## src/rtl/piso_pkg.sv

```systemverilog
// Shared types and constants for the piso_tx serial transmitter.
package piso_pkg;

    typedef enum logic {
        IDLE  = 1'b0,
        SHIFT = 1'b1
    } state_t;

    // Values for the MSB_FIRST parameter.
    localparam bit MSB_SEL = 1'b1;
    localparam bit LSB_SEL = 1'b0;

    // Bit counter width: enough to count 0 .. width-1.
    function automatic int cnt_w(input int width);
        return (width < 2) ? 1 : $clog2(width);
    endfunction

endpackage

```

## src/rtl/piso_hold_buf.sv

```systemverilog
// One-entry holding register that lets the next word wait while the current one shifts.
module piso_hold_buf
    import piso_pkg::*;
#(
    parameter int WIDTH = 4
) (
    input  logic             clk,
    input  logic             rst_n,
    input  logic             wr,
    input  logic             rd,
    input  logic [WIDTH-1:0] wdata,
    output logic [WIDTH-1:0] rdata,
    output logic             full
);

    logic [WIDTH-1:0] hold;
    logic             hold_full;

    // wr only happens when empty and rd only when full, so they never collide.
    always_ff @(posedge clk or negedge rst_n) begin
        if (!rst_n) begin
            hold      <= '0;
            hold_full <= 1'b0;
        end else begin
            if (rd) begin
                hold_full <= 1'b0;
            end
            if (wr) begin
                hold      <= wdata;
                hold_full <= 1'b1;
            end
        end
    end

    assign rdata = hold;
    assign full  = hold_full;

endmodule

```

## src/rtl/piso_tx.sv

```systemverilog
// Parallel-in serial-out transmitter with a one-word holding buffer for gapless streaming.
module piso_tx
    import piso_pkg::*;
#(
    parameter int WIDTH     = 4,
    parameter bit MSB_FIRST = MSB_SEL
) (
    input  logic             clk,
    input  logic             rst_n,
    input  logic [WIDTH-1:0] din,
    input  logic             din_valid,
    output logic             din_ready,
    output logic             sout,
    output logic             sframe,
    output logic             done,
    output logic             busy
);

    localparam int           CW   = cnt_w(WIDTH);
    localparam logic [CW-1:0] LAST = CW'(WIDTH - 1);

    state_t           state;
    logic [WIDTH-1:0] shreg;
    logic [WIDTH-1:0] shifted;
    logic [WIDTH-1:0] hold;
    logic [CW-1:0]    cnt;
    logic             hold_full;
    logic             xfer;
    logic             last_bit;
    logic             hold_wr;
    logic             hold_rd;

    assign din_ready = !hold_full;
    assign xfer      = din_valid && din_ready;
    assign last_bit  = (state == SHIFT) && (cnt == LAST);

    // A word arriving on the last-bit edge with the buffer empty bypasses it.
    assign hold_wr = xfer && (state == SHIFT) && !last_bit;
    assign hold_rd = last_bit && hold_full;

    always_comb begin
        shifted = '0;
        if (MSB_FIRST) begin
            shifted = {shreg[WIDTH-2:0], 1'b0};
        end else begin
            shifted = {1'b0, shreg[WIDTH-1:1]};
        end
    end

    piso_hold_buf #(
        .WIDTH(WIDTH)
    ) u_hold_buf (
        .clk   (clk),
        .rst_n (rst_n),
        .wr    (hold_wr),
        .rd    (hold_rd),
        .wdata (din),
        .rdata (hold),
        .full  (hold_full)
    );

    always_ff @(posedge clk or negedge rst_n) begin
        if (!rst_n) begin
            state <= IDLE;
            shreg <= '0;
            cnt   <= '0;
            done  <= 1'b0;
        end else begin
            done <= last_bit;
            case (state)
                IDLE: begin
                    if (xfer) begin
                        state <= SHIFT;
                        shreg <= din;
                        cnt   <= '0;
                    end
                end
                SHIFT: begin
                    if (cnt == LAST) begin
                        cnt <= '0;
                        if (hold_full) begin
                            shreg <= hold;
                        end else if (xfer) begin
                            shreg <= din;
                        end else begin
                            state <= IDLE;
                            shreg <= '0;
                        end
                    end else begin
                        shreg <= shifted;
                        cnt   <= cnt + 1'b1;
                    end
                end
                default: begin
                    state <= IDLE;
                    shreg <= '0;
                    cnt   <= '0;
                end
            endcase
        end
    end

    assign sframe = (state == SHIFT);
    assign sout   = sframe & (MSB_FIRST ? shreg[WIDTH-1] : shreg[0]);
    assign busy   = sframe | hold_full;

endmodule

```

## config.mk

```make
export PLATFORM = sky130hd
export DESIGN_NAME = piso_tx
export DESIGN_NICKNAME = d
export VERILOG_FILES = /design/src/rtl/piso_pkg.sv /design/src/rtl/piso_hold_buf.sv /design/src/rtl/piso_tx.sv
export SDC_FILE = /design/constraint.sdc
export NUM_CORES = 1
export LEC_CHECK = 0
export CAP_MARGIN = 10
export CORE_UTILIZATION = 30
export CTS_CLUSTER_DIAMETER = 40
export DETAILED_ROUTE_END_ITERATION = 7
export SYNTH_ARGS = -nofsm -noshare
export SYNTH_HDL_FRONTEND = slang
export SYNTH_SLANG_ARGS = --single-unit
```

## constraint.sdc

```tcl
create_clock -name clk -period 2.65 [get_ports clk]
set_input_delay 0.53 -clock clk [delete_from_list [all_inputs] [get_ports clk]]
set_output_delay 0.53 -clock clk [all_outputs]
set_load 0.1 [all_outputs]
```

==> run_results.csv, run 1 <==
group,metric,value,unit
cts,tritoncts,"done",
routing,wl_met1,543,µm
yosys,synth_warnings,0,
grt,top_usage_layer,"met2",
yosys,simple_gate_share,0.140,
finish,n_all_buffers,11,
yosys,synth.area.top_cells,"dfrtp_1 (53%), mux2_2 (9.1%), mux2i_1 (4.9%)",
setup_path,critPathRequiredTime,2120,ps
yosys,top_cell_area_share,0.528,
sta,period_needed,1910,ps
setup_path,slowest_delay,540,ps
sta,holdWs,517,ps
setup_path,critPathCapture,"busy",
finish,area_delta_synth_final,23.0,%
finish,layout_top_cells,"dfrtp_1 (13), clkdlybuf4s50_1 (6)",
routing,vias_per_cell,4.78,
yosys,ys_sh_mux,0.140,
setup_path,crit_arrival,1380,ps
grt,use_met2,0.184,
setup_path,path_cells,"or2_2 > buf_4",
sta,hold_viol,0,
finish,stdcell_area,757,µm²
cts,cts_setup_buffers,0,
yosys,fa_ha_area_frac,0.0203,
floorplanning,dieArea,2240,µm²
yosys,ys_sh_xor,0,
setup_path,cp_max_fo,16,
flow_run,warnings,26,
finish,flop_area,325,µm²
routing,highest_layer,"met4",
grt,globalRouteOverflowTotal,0,
finish,clkCellAreaFrac,0.0347,
yosys,ys_seq_frac,0.528,
yosys,synth.distinct_cells,20,
placement,dp_hpwl,851,µm
yosys,avgSynthCellArea,11.6,µm²
setup_path,cp_num_cells,2,
sta,tightestPinTransition,604,ps
finish,bufAreaShareNonClock,0.129,
setup_path,critPathTopFamily,"flip-flops",
cts,cts-htree-levels,1,
finish,finalNetCount,75,
floorplanning,die_height,47.3,µm
setup_path,worst-path-buf-inv,1,
placement,globalplace.congestion,0.811,
finish,logic_area,270,µm²
yosys,yosysTopAreaCell,"dfrtp_1",
yosys,most_common_cell,"dfrtp_1",
outcome,outcome,"finished, final reports clean",
sta,setup_slack,739,ps
yosys,syn-cell-area,616,µm²
sta,slew_headroom,0.596,
worst_hold_path,hold_depth,1,
yosys,yosys_most_used_dff,"dfrtp_1",
yosys,synthTopCellsByCount,"dfrtp_1 (13), a21oi_1 (5), mux2_2 (5), nand2_1 (5)",
setup_path,cp-startpoint,"sframe",
finish,clkbuf_count,4,
yosys,fp_nets,61,
setup_path,criticalPathCategory,"reg -> out",
grt,met3_usage,0.0231,
grt,antenna_found_initial,0,
finish,comb_share,0.357,
cts,cts_buffers,3,
yosys,yosys-stat-area,616,µm²
finish,diodes,0,
routing,met2_length,515,µm
cts,clk_path_buf_depth,2,
routing,ant_nets,0,
grt,track_usage,0.125,
cts,clkTransAtPathRegs,80,ps
setup_path,worstSetupEndpointType,"output pin",
worst_hold_path,holdCritStartpoint,"u_hold_buf.rdata[2]",
cts,root_buffer,"clkbuf_4",
setup_path,cpMaxStageDelayCell,"dfrtp_1",
finish,fillers,200,
floorplanning,initCoreUtil,0.317,
setup_path,rr_endpoint,"u_hold_buf.rdata[3]",
routing,wl_met3,41,µm
yosys,ys.flops,13,
yosys,aoi_share,0.138,
floorplanning,num_rows,16,
finish,final_common_cell,"dfrtp_1",
setup_path,worst-r2r-cell-count,4,
cts,cts_sinks,13,
placement,placed_cells,89,
grt,grt_pass1_wl,1930,µm
cts,cts_resized,0,
floorplanning,nWellTaps,27,
setup_path,worst_setup_path_start_kind,"flop",
finish,largestClassByArea,"flip-flops and latches",
sta,fmax,0.523,GHz
cts,clk_latency,270,ps
placement,place_area,731,µm²
sta,setup_viol_count_final,0,
routing,first_iter_violations,6,
finish,drive_above_1_share,0.242,
finish,inv_count,1,
sta,rsz0062_at_grt,"no",
routing,first_pass_iters,4,
yosys,synthArstFlopShare,1.00,
flow_run,maxCapViolCount,0,
yosys,yosys_cells,53,
yosys,edf_count,0,
sta,tns,0,ps
yosys,yosys-dominant-comb-family,"multiplexers",
yosys,synth_cells,53,
setup_path,r2r_start,"cnt[0]",
sta,skew,3.24,ps
Run 1, port wiring:
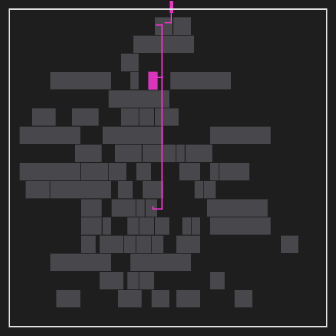
| port | color | direction | end cells | buffers | wire |
|---|---|---|---|---|---|
| din_ready | magenta | output | 1 | 1 | 33.9 µm |
IO Count: 12
PortBufs: 11

Run 1, cell area per tile:
9 x 9 tiles, from white (low) to dark blue (high), 0 to 100% covered.
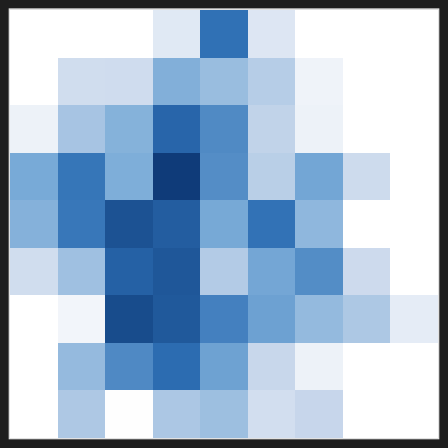
fullest tile: 95%
densest ninth of the die: center
emptiest ninth of the die: north-east
nearly empty tiles: 28%
tiles over 75% full: 11%
mean over tiles: 32%
final cell utilization of the core: 0.390
Core ar.: 1940 µm²

Run 1, metal 1:
Supply wires on this layer in gray.
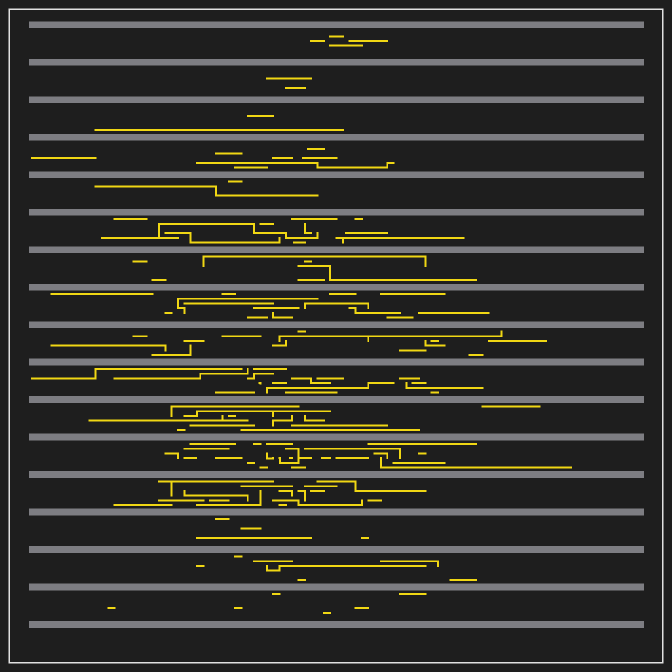
wire length on this layer: 544 µm
longest straight run: 17.9 µm
GR Util met1: 0.176
routed vias: 445
Total Routed Length: 1130 µm

Run 1, routing congestion:
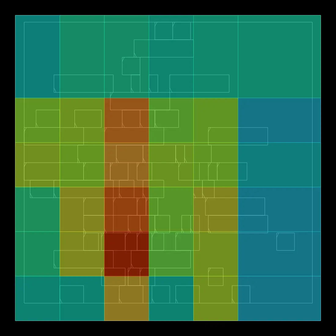

--- run 2 (diff from run 1) ---
clock period = 1.8 ns   (was 2.65 ns; I/O delays follow)
Run 2, routing congestion:
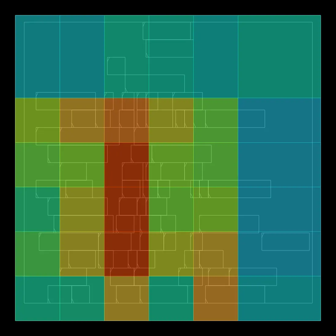
GR Util met1: 0.206
met3 GRT Util: 0.0231
grt met2 use: 0.184

Run 2, metal 1:
Supply wires on this layer in gray.
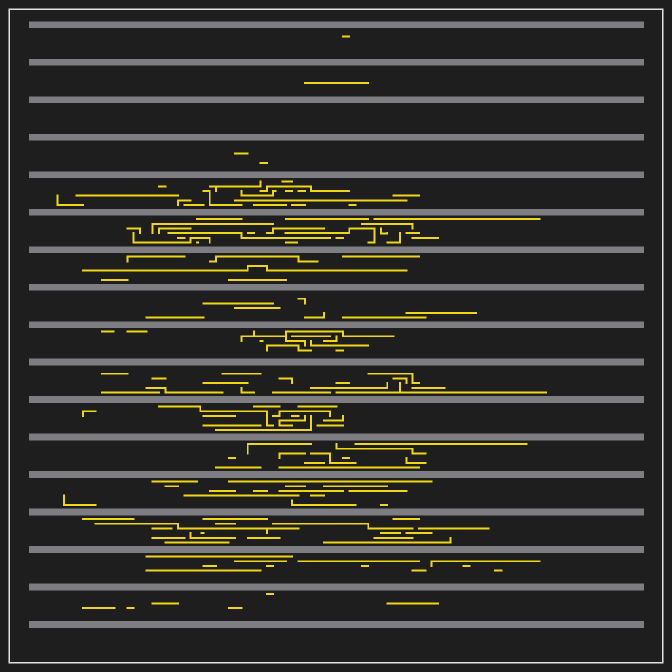
main direction: horizontal
share of all routed wire: 48%
nets with wire on the layer: 69
wire length on this layer: 565 µm
routed vias: 472
Total Routed Length: 1190 µm

==> run 2 against run 1 <==
Against the previous run: sequential share of layout area fell by 4.7 points; register-to-register slack worse by 870 ps; sequential cell count unchanged; routed wire length up 5.0%; synthesized cell count unchanged; clock-buffer cell count unchanged; via count rose by 6.1%; first-iteration DRC count rose to 3.5 times the previous value; critical path type unchanged; largest cell class unchanged; highest routed layer unchanged.
==> run_results.csv, run 2 <==
group,metric,value,unit
outcome,outcome,"finished, final reports clean",
setup_path,worstSetupEndpointType,"output pin",
floorplanning,nWellTaps,27,
sta,tns,0,ps
grt,antenna_found_initial,0,
finish,area_delta_synth_final,38.6,%
yosys,fa_ha_area_frac,0.0203,
routing,highest_layer,"met4",
yosys,synthArstFlopShare,1.00,
sta,holdWs,370,ps
yosys,most_common_cell,"dfrtp_1",
yosys,synth.distinct_cells,20,
finish,drive_above_1_share,0.314,
finish,fillers,185,
finish,logic_gate_count,37,
finish,logic_area,273,µm²
sta,skew,3.44,ps
yosys,synth_warnings,0,
cts,clkTransAtPathRegs,80,ps
yosys,ys_seq_frac,0.528,
yosys,ys_sh_xor,0,
cts,clk_latency,280,ps
setup_path,critPathRequiredTime,1440,ps
placement,pre_cts_ws,205,ps
cts,cts_sinks,13,
setup_path,cp_max_fo,10,
floorplanning,dieArea,2240,µm²
finish,comb_share,0.320,
yosys,yosysTopAreaCell,"dfrtp_1",
cts,cts_resized,0,
routing,vias_per_cell,4.87,
grt,globalRouteOverflowTotal,0,
sta,rsz0062_at_grt,"no",
yosys,avgSynthCellArea,11.6,µm²
sta,slew_violations,0,
floorplanning,ios,12,
setup_path,worst-path-buf-inv,1,
routing,wl_met1,564,µm
setup_path,crit_arrival,1270,ps
yosys,synth.area.top_cells,"dfrtp_1 (53%), mux2_2 (9.1%), mux2i_1 (4.9%)",
sta,tightestPinTransition,251,ps
setup_path,criticalPathCategory,"reg -> out",
finish,final_common_cell,"dfrtp_1",
yosys,ys_sh_mux,0.140,
setup_path,critPathTopFamily,"flip-flops",
setup_path,cpMaxStageDelayCell,"dfrtp_2",
floorplanning,core_region_area,1940,µm²
finish,fin_util,0.439,
yosys,syn-cell-area,616,µm²
placement,dp_hpwl,874,µm
routing,met2_length,558,µm
yosys,edf_count,0,
finish,inv_count,1,
finish,flop-count,13,
grt,top_usage_layer,"met1",
cts,root_buffer,"clkbuf_4",
routing,wl_met3,32,µm
grt,track_usage,0.141,
cts,tritoncts,"done",
sta,period_needed,1630,ps
sta,fmax,0.614,GHz
yosys,ys.flops,13,
sta,setup_slack,171,ps
setup_path,cp-startpoint,"sframe",
sta,setup_viol_count_final,0,
flow_run,warnings,26,
setup_path,worst_setup_path_start_kind,"flop",
grt,grt_pass1_vias,457,
placement,io_buffers,11,
setup_path,cp_num_cells,2,
placement,placed_cells,93,
routing,ant_nets,0,
grt,grt_max_degree,14,
routing,drc,0,
finish,largestClassByArea,"flip-flops and latches",
setup_path,slowest_delay,490,ps
finish,stdcell_area,853,µm²
setup_path,rr_endpoint,"u_hold_buf.rdata[3]",
yosys,yosys_most_used_dff,"dfrtp_1",
routing,first_pass_iters,4,
yosys,top_cell_area_share,0.528,
setup_path,worst-r2r-cell-count,4,
yosys,aoi_share,0.138,
placement,globalplace.congestion,0.778,
setup_path,r2r_start,"cnt[0]",
finish,diodes,0,
cts,clk_path_buf_depth,2,
routing,avgRoutedWirePerCell,12.2,µm
finish,clkCellAreaFrac,0.0308,
yosys,synth_cells,53,
yosys,fp_nets,61,
grt,grt_pass1_wl,2080,µm
finish,layout_top_cells,"dfrtp_1 (12), clkdlybuf4s50_1 (6)",
finish,finalNonFillerCells,97,
yosys,synthTopCellsByCount,"dfrtp_1 (13), a21oi_1 (5), mux2_2 (5), nand2_1 (5)",
cts,cts_setup_buffers,0,
floorplanning,num_rows,16,
flow_run,maxCapViolCount,0,
yosys,yosys-stat-area,616,µm²
finish,bufAreaShareNonClock,0.223,
setup_path,path_cells,"or2_2 > buf_12",
yosys,yosys-dominant-comb-family,"multiplexers",
routing,first_iter_violations,21,
floorplanning,initCoreUtil,0.317,
cts,cts-htree-levels,1,
cts,cts_buffers,3,
finish,finalNetCount,79,
floorplanning,die_height,47.3,µm
yosys,simple_gate_share,0.140,
finish,flop_area,327,µm²
yosys,yosys_cells,53,
placement,place_area,827,µm²
sta,slew_headroom,0.833,
setup_path,critPathCapture,"busy",
finish,n_all_buffers,15,
finish,clkbuf_count,4,
sta,hold_viol,0,
floorplanning,dieWidth,47.3,µm
--- run 3 (diff from run 2) ---
CAP_MARGIN = unset   (was 10)
SLEW_MARGIN = 30   (was unset)
Run 3, routing congestion:
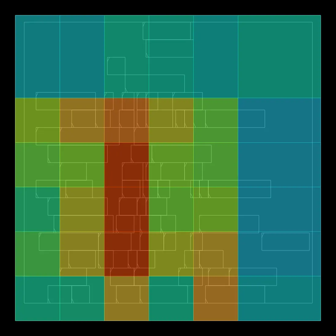
total global-route track usage: 0.141
final cell utilization of the core: 0.439
DR WL/cell: 12.2 µm
gr busiest metal: met1

Run 3, metal 1:
Supply wires on this layer in gray.
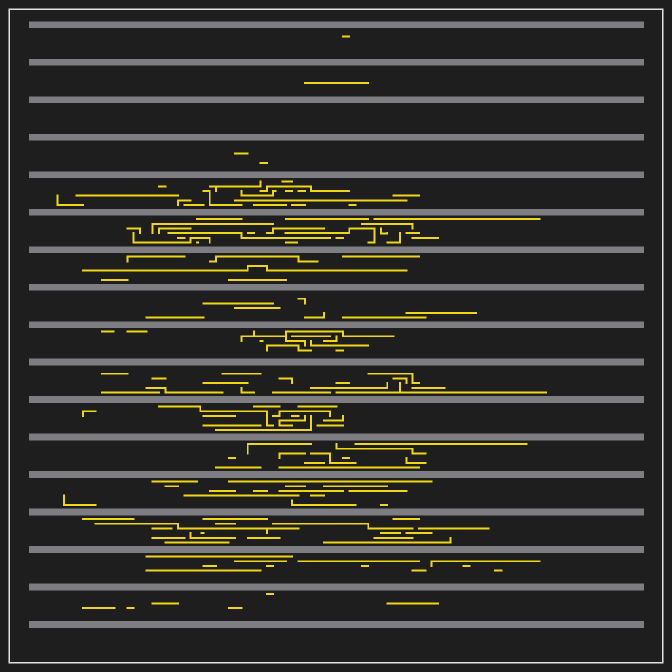
main direction: horizontal
wire length on this layer: 565 µm
nets with wire on the layer: 69
share of all routed wire: 48%

==> run 3 against run 2 <==
Against the previous run: area after synthesis stayed put; critical path depth stayed put; clock skew stayed put; critical path type unchanged; critical endpoint unchanged; largest cell class unchanged.
==> run_results.csv, run 3 <==
group,metric,value,unit
outcome,outcome,"finished, final reports clean",
floorplanning,num_rows,16,
setup_path,critPathCapture,"busy",
finish,flop_area,327,µm²
sta,period_needed,1630,ps
cts,tritoncts,"done",
yosys,synth_warnings,0,
routing,vias,472,
routing,met2_length,558,µm
sta,slew_headroom,0.833,
routing,highest_layer,"met4",
routing,first_iter_violations,21,
setup_path,cp_num_cells,2,
setup_path,worstSetupEndpointType,"output pin",
setup_path,crit_arrival,1270,ps
floorplanning,ios,12,
setup_path,worst_setup_path_start_kind,"flop",
grt,grt_util_met1,0.206,
finish,largestClassByArea,"flip-flops and latches",
yosys,top_cell_area_share,0.528,
yosys,ys.flops,13,
setup_path,r2r_start,"cnt[0]",
flow_run,maxCapViolCount,0,
sta,tns,0,ps
placement,dp_hpwl,874,µm
finish,logic_gate_count,37,
finish,layout_top_cells,"dfrtp_1 (12), clkdlybuf4s50_1 (6)",
sta,fmax,0.614,GHz
yosys,yosys-dominant-comb-family,"multiplexers",
finish,final_common_cell,"dfrtp_1",
sta,setup_viol_count_final,0,
yosys,most_common_cell,"dfrtp_1",
yosys,fa_ha_area_frac,0.0203,
cts,clkTransAtPathRegs,80,ps
finish,stdcell_area,853,µm²
yosys,avgSynthCellArea,11.6,µm²
yosys,synthArstFlopShare,1.00,
grt,grt_max_degree,14,
cts,cts_resized,0,
yosys,fp_nets,61,
setup_path,path_cells,"or2_2 > buf_12",
cts,clk_latency,280,ps
setup_path,cp_max_fo,10,
finish,flop-count,13,
routing,routed_wl,1190,µm
yosys,synth_cells,53,
routing,ant_nets,0,
yosys,aoi_share,0.138,
setup_path,critPathTopFamily,"flip-flops",
finish,comb_share,0.320,
finish,diodes,0,
finish,fillers,185,
grt,use_met2,0.184,
floorplanning,die_height,47.3,µm
setup_path,slowest_delay,490,ps
sta,setup_slack,171,ps
setup_path,cpMaxStageDelayCell,"dfrtp_2",
finish,bufAreaShareNonClock,0.223,
routing,first_pass_iters,4,
sta,hold_viol,0,
cts,root_buffer,"clkbuf_4",
setup_path,criticalPathCategory,"reg -> out",
finish,area_delta_synth_final,38.6,%
yosys,yosys-stat-area,616,µm²
yosys,yosys_cells,53,
yosys,ys_sh_mux,0.140,
cts,cts-htree-levels,1,
placement,placed_cells,93,
sta,holdWs,370,ps
